## src/rtl/pop_sort_pkg.sv

```systemverilog
// Shared types and helpers for the population ranking engine.
package pop_sort_pkg;

  typedef enum logic [1:0] {
    ST_IDLE = 2'd0,
    ST_SORT = 2'd1,
    ST_DONE = 2'd2
  } pop_state_e;

  localparam int unsigned POP_N     = 50;
  localparam int unsigned POP_KEY_W = 12;

  // A zero or oversized request means "rank the whole population".
  function automatic int unsigned pop_clamp_k(input int unsigned k, input int unsigned n);
    if (k == 0 || k > n) return n;
    return k;
  endfunction

endpackage

```

## src/rtl/pop_best_select.sv

```systemverilog
// Combinational best-of-N reduction over unused entries; ties go to the lowest index.
module pop_best_select #(
  parameter int unsigned N     = 50,
  parameter int unsigned KEY_W = 12,
  parameter int unsigned IDX_W = $clog2(N)
) (
  input  logic [N*KEY_W-1:0] i_keys,
  input  logic [N-1:0]       i_used,
  input  logic               i_descending,
  output logic [IDX_W-1:0]   o_idx,
  output logic               o_found
);

  localparam int unsigned P = 1 << $clog2(N);

  // Heap-indexed tournament tree: node j merges children 2j (lower indices) and 2j+1.
  logic [KEY_W-1:0] w_key [2*P];
  logic [IDX_W-1:0] w_idx [2*P];
  logic             w_vld [2*P];
  logic             w_take_r;

  always_comb begin
    w_take_r = 1'b0;
    for (int unsigned j = 0; j < 2 * P; j++) begin
      w_key[j] = '0;
      w_idx[j] = '0;
      w_vld[j] = 1'b0;
    end
    for (int unsigned i = 0; i < N; i++) begin
      w_key[P+i] = i_keys[i*KEY_W +: KEY_W];
      w_idx[P+i] = IDX_W'(i);
      w_vld[P+i] = !i_used[i];
    end
    for (int j = int'(P) - 1; j >= 1; j--) begin
      // Strict compare keeps the left (lower-index) child on equal keys.
      w_take_r = w_vld[2*j+1] &&
                 (!w_vld[2*j] ||
                  (i_descending ? (w_key[2*j+1] > w_key[2*j]) : (w_key[2*j+1] < w_key[2*j])));
      w_key[j] = w_take_r ? w_key[2*j+1] : w_key[2*j];
      w_idx[j] = w_take_r ? w_idx[2*j+1] : w_idx[2*j];
      w_vld[j] = w_vld[2*j] || w_vld[2*j+1];
    end
  end

  assign o_idx   = w_idx[1];
  assign o_found = w_vld[1];

endmodule

```

## src/rtl/pop_rank_sorter.sv

```systemverilog
// Ranking engine: captures N keys on start and streams member indices in rank order,
// building a registered rank table alongside.
module pop_rank_sorter
  import pop_sort_pkg::*;
#(
  parameter int unsigned N     = POP_N,
  parameter int unsigned KEY_W = POP_KEY_W,
  parameter int unsigned IDX_W = $clog2(N)
) (
  input  logic               clk,
  input  logic               rst,
  input  logic               start,
  input  logic [N*KEY_W-1:0] keys,
  input  logic               descending,
  input  logic [IDX_W:0]     k_limit,
  output logic               busy,
  output logic               done,
  output logic               out_valid,
  input  logic               out_ready,
  output logic [IDX_W-1:0]   out_idx,
  output logic [IDX_W-1:0]   out_rank,
  output logic [N*IDX_W-1:0] sorted_idx
);

  pop_state_e         r_state;
  logic [N*KEY_W-1:0] r_keys;
  logic [N-1:0]       r_used;
  logic [IDX_W:0]     r_cnt;
  logic [IDX_W:0]     r_k;
  logic               r_desc;
  logic               r_out_valid;
  logic [IDX_W-1:0]   r_out_idx;
  logic [IDX_W-1:0]   r_out_rank;
  logic [IDX_W-1:0]   r_table [N];

  logic [IDX_W-1:0]   w_win;
  logic               w_found;
  logic               w_start_ok;
  logic               w_emit;
  logic               w_last_acc;

  pop_best_select #(
    .N     (N),
    .KEY_W (KEY_W),
    .IDX_W (IDX_W)
  ) u_select (
    .i_keys       (r_keys),
    .i_used       (r_used),
    .i_descending (r_desc),
    .o_idx        (w_win),
    .o_found      (w_found)
  );

  assign w_start_ok = start && (r_state != ST_SORT);
  assign w_emit     = (r_state == ST_SORT) && (!r_out_valid || out_ready) &&
                      (r_cnt < r_k) && w_found;
  // Counter already at K means the word on display is the final rank.
  assign w_last_acc = (r_state == ST_SORT) && r_out_valid && out_ready && (r_cnt == r_k);

  always_ff @(posedge clk) begin
    if (rst) begin
      r_state     <= ST_IDLE;
      r_keys      <= '0;
      r_used      <= '0;
      r_cnt       <= '0;
      r_k         <= '0;
      r_desc      <= 1'b0;
      r_out_valid <= 1'b0;
      r_out_idx   <= '0;
      r_out_rank  <= '0;
      for (int unsigned r = 0; r < N; r++) r_table[r] <= '0;
    end else if (w_start_ok) begin
      r_state     <= ST_SORT;
      r_keys      <= keys;
      r_used      <= '0;
      r_cnt       <= '0;
      r_desc      <= descending;
      r_k         <= (IDX_W+1)'(pop_clamp_k(32'(k_limit), N));
      r_out_valid <= 1'b0;
      for (int unsigned r = 0; r < N; r++) r_table[r] <= '0;
    end else if (r_state == ST_SORT) begin
      if (w_emit) begin
        r_used[w_win]               <= 1'b1;
        r_out_idx                   <= w_win;
        r_out_rank                  <= r_cnt[IDX_W-1:0];
        r_table[r_cnt[IDX_W-1:0]]   <= w_win;
        r_cnt                       <= r_cnt + (IDX_W+1)'(1);
        r_out_valid                 <= 1'b1;
      end else if (r_out_valid && out_ready) begin
        r_out_valid <= 1'b0;
      end
      if (w_last_acc) r_state <= ST_DONE;
    end
  end

  assign busy      = (r_state == ST_SORT);
  assign done      = (r_state == ST_DONE);
  assign out_valid = r_out_valid;
  assign out_idx   = r_out_idx;
  assign out_rank  = r_out_rank;

  for (genvar g = 0; g < N; g++) begin : g_table
    assign sorted_idx[g*IDX_W +: IDX_W] = r_table[g];
  end

endmodule
```

## config.mk

```make
export PLATFORM = sky130hd
export DESIGN_NAME = pop_rank_sorter
export DESIGN_NICKNAME = d
export VERILOG_FILES = /design/src/rtl/pop_sort_pkg.sv /design/src/rtl/pop_best_select.sv /design/src/rtl/pop_rank_sorter.sv
export SDC_FILE = /design/constraint.sdc
export NUM_CORES = 2
export LEC_CHECK = 0
export CORE_AREA = 2 2 410 452
export DETAILED_ROUTE_END_ITERATION = 8
export DIE_AREA = 0 0 412 454
export PLACE_DENSITY = 0.56
export SETUP_SLACK_MARGIN = 0.02
export SLEW_MARGIN = 20
export SYNTH_ARGS = -nofsm -noshare
export SYNTH_HDL_FRONTEND = slang
export SYNTH_SLANG_ARGS = --single-unit
```

## constraint.sdc

```tcl
create_clock -name clk -period 29.8 [get_ports clk]
set_input_delay 7.45 -clock clk [delete_from_list [all_inputs] [get_ports clk]]
set_output_delay 7.45 -clock clk [all_outputs]
set_load 0.01 [all_outputs]
```

==> images/pdn.png <==
Scale bar: 100 µm. Pins as bars on the die edge. Tap cells in gray.
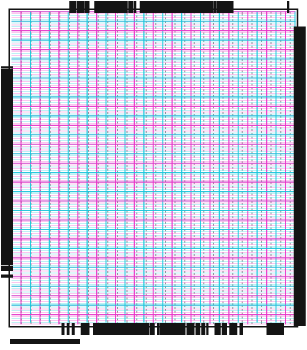
VSS -> magenta
VDD -> cyan
signal pins = 927
met1 rails = 166

==> images/cell_classes.png <==
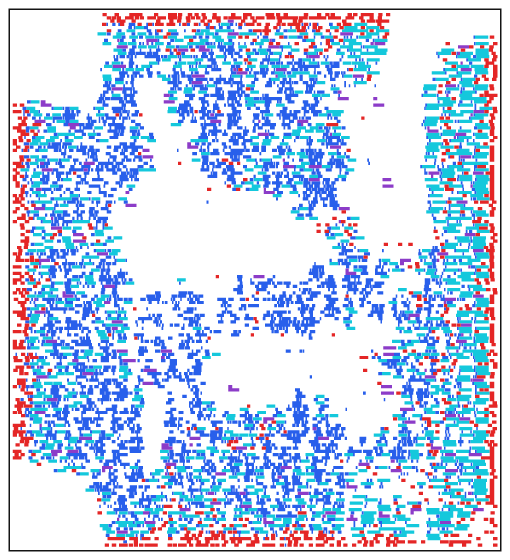
all other logic -> blue  # cells 4469, share of their area 46%
other buffers and delay cells -> red  # cells 984, share of their area 15%
clock drivers and dummy loads -> purple  # cells 208, share of their area 5.5%
flip-flops -> cyan  # cells 980, share of their area 34%

==> GITHUB_STEP_SUMMARY <==
### Yosys + OpenROAD results

| Metric | Value |
|---|---|
| Outcome | finished, final reports clean |
| Fin crit period | 16.72 ns |
| Ys Warns | 0 |
| Slew at the pin closest to its max-slew limit | 1.085 ns |
| Top FF cell, synth | dfxtp_1 |
| Basic Gates by Area | 0.1216 |
| FP Rows | 165 |
| Post-synth top cells | 680 x dfxtp_1, 596 x ha_1, 560 x nand2_1, 555 x inv_1, 442 x mux2i_1 |
| Syn avg cell area | 9.490 µm² |
| Path depth of the worst reg2reg path | 56 |
| R2R Setup Slk | 13.08 ns |
| Vias per cell | 5.131 |
| Post-synth top area cell | dfxtp_1 |
| CTS H-Tree Depth | 3 |
| Async set-reset flop share out of synthesis | 0 |
| M3 GR Usage | 0.03749 |
| Post-synthesis compound-gate area fraction | 0.1715 |
| Final clock skew | 0.04375 ns |
| Die Width | 412 µm |
| Distinct cells, synth | 83 |
| Clock Tree Buf Depth | 3 |
| All-layer global routing usage | 0.2178 |
| Root Buffer | clkbuf_16 |
| YS chip area | 54430 µm² |
| Yosys adder share | 0.1370 |
| I/O pin total | 927 |
| Worst hold slack | 0.4419 ns |
| Met2 usage | 0.3824 |
| Warning total across the stage logs | 35 |
| Nets | 7753 |
| Placed Cells | 8853 |
| Layout area overhead | 28.82% |
| Final Util | 0.3833 |
| Gr ovfl total | 0 |
| Initial antenna violation count | 45 |
| Class of the worst hold path | flop to flop |
==> images/clock_map.png <==
Scale bar: 100 µm.
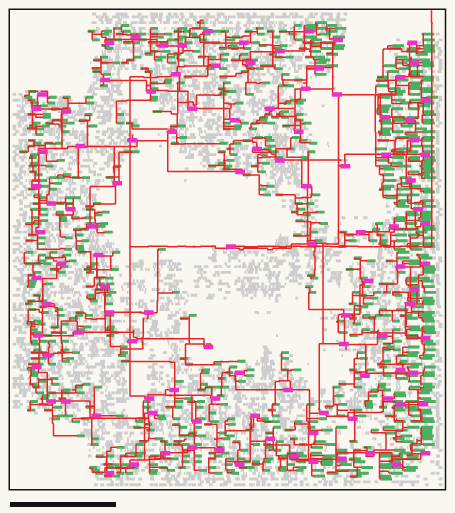
flip-flops -> green  # count 980
clock wires -> red  # length 14800 µm
cells driving clock nets -> magenta  # count 110
routed clock nets = 111

==> images/metal_stack.png <==
Scale bar: 100 µm. Only two layers are drawn.
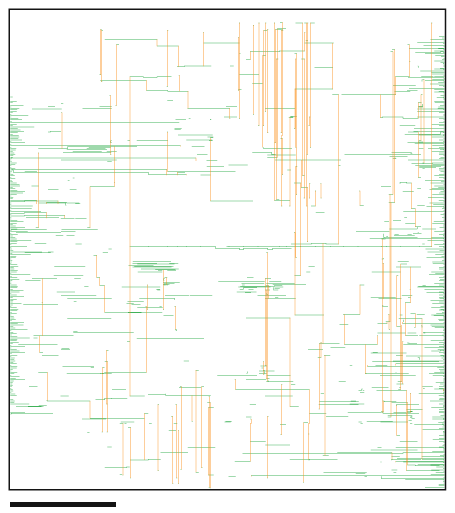
met4 -> orange  # wire length 8550 µm
met3 -> green  # wire length 12200 µm

[cell type report]
cell class              instances  area [µm²]
fillers                     18270      112800
multi-input cells            3914       28840
flip-flops and latches        980       22630
repair buffers                984        9769
well taps                    2421        3029
clock buffers                 147        3012
inverters                     555        2085
clock inverters                61       706.9
diodes                         18       45.04
[cell usage in the layout, fill, tap and decap left out, types with 110 or more instances in the layout]
cell type	count
a22o_1	301
nand2_1	559
dfxtp_1	679
o21ai_0	383
edfxtp_1	300
clkdlybuf4s50_1	926
nor2_1	391
mux2i_1	442
clkbuf_16	110
nand4_1	148
ha_1	596
inv_1	554
a21oi_1	231
[how the worst max path moves through the flow]
stage           startpoint              to  slack [ns]
5_1_grt        r_keys[409]  r_table[49][0]       12.10
4_1_cts             r_desc  r_table[37][0]       13.05
2_1_floorplan  r_keys[409]  r_table[36][0]       15.68
3_5_place_dp        r_desc  r_table[37][0]       13.08
6_report       r_keys[409]  r_table[37][0]       13.08
3_3_place_gp        r_desc  r_table[31][0]       13.27
[registers in the layout, summed over array words and instances, names as in the netlist, 2 cells and up]
| name | cells |
|---|---|
| r_keys | 600 |
| r_table | 300 |
| r_used | 50 |
| r_k | 7 |
| r_state | 2 |
| r_cnt | 7 |
| out_rank | 6 |
| out_idx | 6 |
[critical path: cells and delay by family (launching register included)]
family	cells	cell delay, ns
compound gates	28	8.08
fa+ha+maj	6	1.82
buf+inv	8	2.63
flops	1	0.33
mux	4	1.67
simple gates	10	1.77
